===== config.mk =====
export PLATFORM = sky130hd
export DESIGN_NAME = lsu_ctrl
export DESIGN_NICKNAME = d
export VERILOG_FILES = /design/src/rtl/lsu_ctrl_pkg.sv /design/src/rtl/lsu_align.sv /design/src/rtl/lsu_ctrl.sv
export SDC_FILE = /design/constraint.sdc
export NUM_CORES = 1
export LEC_CHECK = 0
export ABC_AREA = 1
export CAP_MARGIN = 20
export CORE_MARGIN = 2
export CORE_UTILIZATION = 40
export DETAILED_ROUTE_END_ITERATION = 10
export PLACE_DENSITY = 0.77
export SLEW_MARGIN = 5
export SYNTH_ARGS = -nofsm -noshare
export SYNTH_HDL_FRONTEND = slang
export SYNTH_SLANG_ARGS = --single-unit

===== constraint.sdc =====
create_clock -name clk -period 1.85 [get_ports clk]
set_clock_uncertainty 0.15 [all_clocks]
set_input_delay 0.37 -clock clk [delete_from_list [all_inputs] [get_ports clk]]
set_output_delay 0.37 -clock clk [all_outputs]
set_load 0.01 [all_outputs]

===== src/rtl/lsu_ctrl_pkg.sv =====
// Shared load/store definitions: funct3 size codes, LSU FSM states and
// the size/alignment legality helpers used by decode and the LSU.
package lsu_ctrl_pkg;

  localparam logic [2:0] F3_B  = 3'b000;
  localparam logic [2:0] F3_H  = 3'b001;
  localparam logic [2:0] F3_W  = 3'b010;
  localparam logic [2:0] F3_BU = 3'b100;
  localparam logic [2:0] F3_HU = 3'b101;

  typedef enum logic [1:0] {
    S_IDLE = 2'd0,
    S_REQ  = 2'd1,
    S_WAIT = 2'd2,
    S_DONE = 2'd3
  } lsu_state_e;

  function automatic logic op_legal(input logic [2:0] op);
    case (op)
      F3_B, F3_H, F3_W, F3_BU, F3_HU: return 1'b1;
      default:                        return 1'b0;
    endcase
  endfunction

  function automatic logic misaligned(input logic [2:0] op, input logic [1:0] ofs);
    case (op)
      F3_H, F3_HU: return ofs[0];
      F3_W:        return ofs != 2'b00;
      default:     return 1'b0;
    endcase
  endfunction

endpackage


===== src/rtl/lsu_align.sv =====
// Byte-lane steering: store mask/data replication and load extract/extend.
module lsu_align import lsu_ctrl_pkg::*; #(
  parameter int WIDTH = 32
) (
  input  logic [2:0]       op_i,
  input  logic [1:0]       ofs_i,
  input  logic [WIDTH-1:0] wdata_i,
  input  logic [WIDTH-1:0] rdata_i,
  output logic [3:0]       wmask_o,
  output logic [WIDTH-1:0] wdata_o,
  output logic [WIDTH-1:0] rdata_o
);

  logic [7:0]  byte_sel;
  logic [15:0] half_sel;

  always_comb begin
    byte_sel = rdata_i[{ofs_i, 3'b000} +: 8];
    half_sel = ofs_i[1] ? rdata_i[31:16] : rdata_i[15:0];
    wmask_o  = 4'b0000;
    wdata_o  = '0;
    rdata_o  = '0;
    case (op_i)
      F3_B, F3_BU: begin
        wmask_o = 4'b0001 << ofs_i;
        wdata_o = {4{wdata_i[7:0]}};
        rdata_o = op_i[2] ? {24'b0, byte_sel} : {{24{byte_sel[7]}}, byte_sel};
      end
      F3_H, F3_HU: begin
        wmask_o = 4'b0011 << ofs_i;
        wdata_o = {2{wdata_i[15:0]}};
        rdata_o = op_i[2] ? {16'b0, half_sel} : {{16{half_sel[15]}}, half_sel};
      end
      F3_W: begin
        wmask_o = 4'b1111;
        wdata_o = wdata_i;
        rdata_o = rdata_i;
      end
      default: ;
    endcase
  end

endmodule


===== src/rtl/lsu_ctrl.sv =====
// Single-outstanding load/store unit: latches one EXU access, issues one
// word-aligned memory request and returns the extended result.
module lsu_ctrl import lsu_ctrl_pkg::*; #(
  parameter int WIDTH = 32
) (
  input  logic             clk,
  input  logic             rst,
  input  logic             in_valid,
  output logic             in_ready,
  input  logic             in_we,
  input  logic [2:0]       in_op,
  input  logic [WIDTH-1:0] in_addr,
  input  logic [WIDTH-1:0] in_wdata,
  output logic             out_valid,
  input  logic             out_ready,
  output logic [WIDTH-1:0] out_rdata,
  output logic             out_err,
  output logic             mem_req_valid,
  input  logic             mem_req_ready,
  output logic             mem_req_we,
  output logic [WIDTH-1:0] mem_req_addr,
  output logic [WIDTH-1:0] mem_req_wdata,
  output logic [3:0]       mem_req_wmask,
  input  logic             mem_resp_valid,
  input  logic [WIDTH-1:0] mem_resp_data,
  input  logic             mem_resp_err
);

  lsu_state_e       state_q;
  logic             we_q;
  logic [2:0]       op_q;
  logic [WIDTH-1:0] addr_q;
  logic [WIDTH-1:0] wdata_q;
  logic             in_ready_q;
  logic             mem_req_valid_q;
  logic             out_valid_q;
  logic             out_err_q;
  logic [WIDTH-1:0] out_rdata_q;

  logic [3:0]       al_wmask;
  logic [WIDTH-1:0] al_wdata;
  logic [WIDTH-1:0] al_rdata;

  lsu_align #(.WIDTH(WIDTH)) u_align (
    .op_i    (op_q),
    .ofs_i   (addr_q[1:0]),
    .wdata_i (wdata_q),
    .rdata_i (mem_resp_data),
    .wmask_o (al_wmask),
    .wdata_o (al_wdata),
    .rdata_o (al_rdata)
  );

  // Request fields come straight from the latched access, so they hold
  // steady for the whole REQ phase without extra registers.
  assign in_ready      = in_ready_q;
  assign out_valid     = out_valid_q;
  assign out_rdata     = out_rdata_q;
  assign out_err       = out_err_q;
  assign mem_req_valid = mem_req_valid_q;
  assign mem_req_we    = we_q;
  assign mem_req_addr  = {addr_q[WIDTH-1:2], 2'b00};
  assign mem_req_wmask = we_q ? al_wmask : 4'b0000;
  assign mem_req_wdata = we_q ? al_wdata : '0;

  always_ff @(posedge clk) begin
    if (rst) begin
      state_q         <= S_IDLE;
      we_q            <= 1'b0;
      op_q            <= 3'b000;
      addr_q          <= '0;
      wdata_q         <= '0;
      in_ready_q      <= 1'b1;
      mem_req_valid_q <= 1'b0;
      out_valid_q     <= 1'b0;
      out_err_q       <= 1'b0;
      out_rdata_q     <= '0;
    end else begin
      case (state_q)
        S_IDLE: if (in_valid) begin
          we_q       <= in_we;
          op_q       <= in_op;
          addr_q     <= in_addr;
          wdata_q    <= in_wdata;
          in_ready_q <= 1'b0;
          // Illegal size or bad alignment short-circuits to DONE, no bus traffic.
          if (!op_legal(in_op) || misaligned(in_op, in_addr[1:0])) begin
            state_q     <= S_DONE;
            out_valid_q <= 1'b1;
            out_err_q   <= 1'b1;
            out_rdata_q <= '0;
          end else begin
            state_q         <= S_REQ;
            mem_req_valid_q <= 1'b1;
          end
        end
        S_REQ: if (mem_req_ready) begin
          mem_req_valid_q <= 1'b0;
          state_q         <= S_WAIT;
        end
        S_WAIT: if (mem_resp_valid) begin
          state_q     <= S_DONE;
          out_valid_q <= 1'b1;
          out_err_q   <= mem_resp_err;
          out_rdata_q <= (mem_resp_err || we_q) ? '0 : al_rdata;
        end
        S_DONE: if (out_ready) begin
          out_valid_q <= 1'b0;
          in_ready_q  <= 1'b1;
          state_q     <= S_IDLE;
        end
        default: state_q <= S_IDLE;
      endcase
    end
  end

endmodule


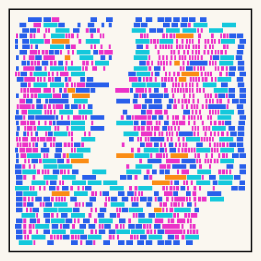
Figure 1: placed cells, one colour a class.
Drawn at 2 px/um.
| class | colour | cells | share of their area |
|---|---|---|---|
| all other logic | magenta | 660 | 37% |
| flip-flops | cyan | 106 | 25% |
| other buffers and delay cells | blue | 284 | 33% |
| clock drivers and dummy loads | orange | 16 | 3.7% |

==> design notes <==
The run finished, with violations left. The final reports fail on negative setup slack. Per the CTS log, the buffer count on the longest clock path is 2.

For met3 alone, demand over resource in global routing was 6.038%. Routing resource usage on met2 recorded by global route was 39.51%. The logs give 2910 um2 for the combinational gate area and 0.8840 for the last weighted congestion value of the routability-driven placer. The cell type group with the largest total delay on the critical path was buffers and inverters. The most common flop cell mapped by yosys was dfxtp_1. The count of standard-cell rows was 42; the area after detailed placement was 7850 um2. The initial antenna violation count came out at 0. The run gives 36 as the count of endpoints failing setup in the final report. In the finished design, the share of the clock period the worst path needs comes to 113.1%. The main area contributors are dfxtp_1 39%, nand2_1 16%, nor2_1 12%. The net switching share of the total power was 39.50%; the sequential power was 3.14 mW. The run gives 1196 as the number of filler cells placed in the layout.

After global routing the overflow that remains totals 0. Per the synthesis report, the simple-gate share of the synthesized area is 31.12%. The run gives 0.34 ns for the delay of the slowest critical-path stage. The run gives 14500 um2 for the total die size. The max capacitance violation total was 0.

In the detailed route, the total length drawn on met2 is 8542 um. Summing the sequential cell areas from Yosys gives 39.16% of the chip area. The run gives 5419 um2 as the area of the synthesized netlist per yosys stat. Power comes to 10.37 mW. The horizontal die dimension is 120.4 um.

With the setup TNS at -5.429 ns, the post-detailed-route count of antenna-violating nets is 0. Per the GRT log, the top usage layer is met2. After detailed routing, the number of remaining DRC violations is 0. Per the log, the first TritonRoute iteration ended with a DRC count of 336. The via count of the first global-routing pass is 5513. Among all cell types in the netlist, the one instantiated most often is nand2_1.

The cell-internal power was 6.275 mW. Among the non-sequential cells, simple AND/OR/NAND/NOR gates take the most area. The logs give -0.2423 ns for the worst path setup slack after routing and 2142 um2 for the total area of sequential cells. The post-route worst hold slack was 0.3133 ns. The post-CTS hold buffer count recorded in the log is 0. In this run the power spent charging and discharging nets is 4.097 mW.

According to the timing report, the arrival time at the worst endpoint equals 1.57 ns. Per report_power, the Clock row totals 2.06 mW. Per the synthesis report, the single largest cell type by area occupies 39.16% of cell area. The die is 120.4 um tall. The run gives 5 for the number of buffer and inverter stages on the critical path. The run gives 0% for the post-synthesis xor/xnor area fraction. The largest part of the power goes to combinational logic.

TritonCTS built the clock tree. CTS saw 106 sinks. For this run, asynchronously set or reset flops after synthesis account for 0%. Per the Yosys statistics, synthesis produced 845 cells.

The total non-filler cell area in the finished layout was 8633 um2. The run gives 4.790 for the average vias per placed instance. Per the detail_route log, the uppermost layer with routed signals is met4.

Entering global routing, the biggest net connects 53 pins. With the number of synthesized flops with an enable pin at 0, the setup slack after placement is -0.3931 ns. With the relative area change from synthesis to final layout at 59.32%, the count of unique library cells instantiated by Yosys is 28. The run gives 32 for the OpenROAD warning count. The first detailed-routing pass ran for 4 iterations. The region available for standard cell placement spans 13240 um2.

For reference, the final report shows the hold violation count at 0. For the largest vdd supply drop, the log shows 0.6903 mV. The sort of element at the end of the critical path is a primary output.

Buffers placed on the I/O ports in this run total 209. The tools report the kind of launch point of the worst setup path as a register. For the summed instance area of the synthesized netlist, the log shows 5419 um2.

The worst hold path class is reg -> reg. The cell-mix breakdown from Yosys lists the adder-cell area share as 1.154%. The logs give 224 for the post-CTS resize count and 27380 um for the first-pass GRT wire length.

The run gives 19.9% as the clock network fraction of design power. The run gives 6.413 um2 for the post-synthesis average cell area. Derived from the worst setup path, the maximum achievable clock frequency is 477.9 MHz. Global routing used 29.59% of the available met1 tracks. Maximum net fanout on the critical path: 5.
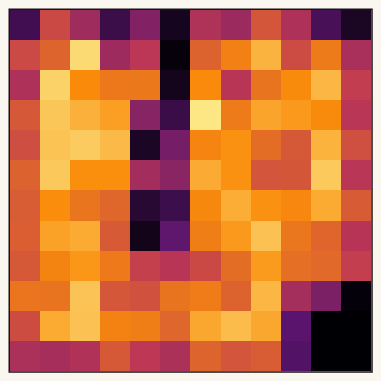
Figure 2: placement density heat map.
Drawn at 3 px/um. 12 x 12 tiles, from black (low) to pale yellow (high), 0 to 100% covered.
densest ninth of the die: left middle
nearly empty tiles: 4.2%
tiles over 75% full: 26%

path summary, 6_finish.rpt:
check                             start                         end  slack, ns  cells past startpoint
max                op_q[0]$_SDFFE_PP0P_           mem_req_wdata[22]      -0.24                      8
min          out_rdata[20]$_SDFFE_PP0P_  out_rdata[20]$_SDFFE_PP0P_       0.31                      2
max reg2reg     state_q[0]$_SDFFE_PP0P_  out_rdata[13]$_SDFFE_PP0P_       0.04                     10
min reg2reg  out_rdata[20]$_SDFFE_PP0P_  out_rdata[20]$_SDFFE_PP0P_       0.31                      2
final cells by class:
cell class / instances / area share (%)
flip-flops and latches: 106 / 24.81
multi-input cells: 599 / 33.71
well taps: 176 / 2.551
inverters: 61 / 2.768
repair buffers: 284 / 32.57
clock buffers: 10 / 2.652
clock inverters: 6 / 0.9420
placed cells by master (no fill, tap or decap), drive strengths merged, types with 5 or more instances in the layout:
cell type | synthesis | final
a21oi | 67 | 67
o21ai | 83 | 83
a22oi | 8 | 8
clkbuf | 29 | 12
dfxtp | 106 | 106
nor2 | 173 | 173
buf | 51 | 108
nand3 | 15 | 15
inv | 59 | 63
clkdlybuf4s50 | 0 | 171
ha | 5 | 5
nand2 | 234 | 234
worst min-delay path: cells and delay by family (launching register included):
| kind | cells | cell delay [ns] |
|---|---|---|
| and+or+nand+nor | 1 | 0.06 |
| AOI/OAI and AO/OA | 1 | 0.05 |
| DFF | 1 | 0.31 |
registers in the layout, indices dropped and copies added, names as in the netlist:
signal         flops
out_err            1
wdata_q           32
out_valid          1
mem_req_we         1
mem_req_valid      1
state_q            2
op_q               3
out_rdata         32
in_ready           1
addr_q            32
Power is estimated from default activity; no workload was simulated.
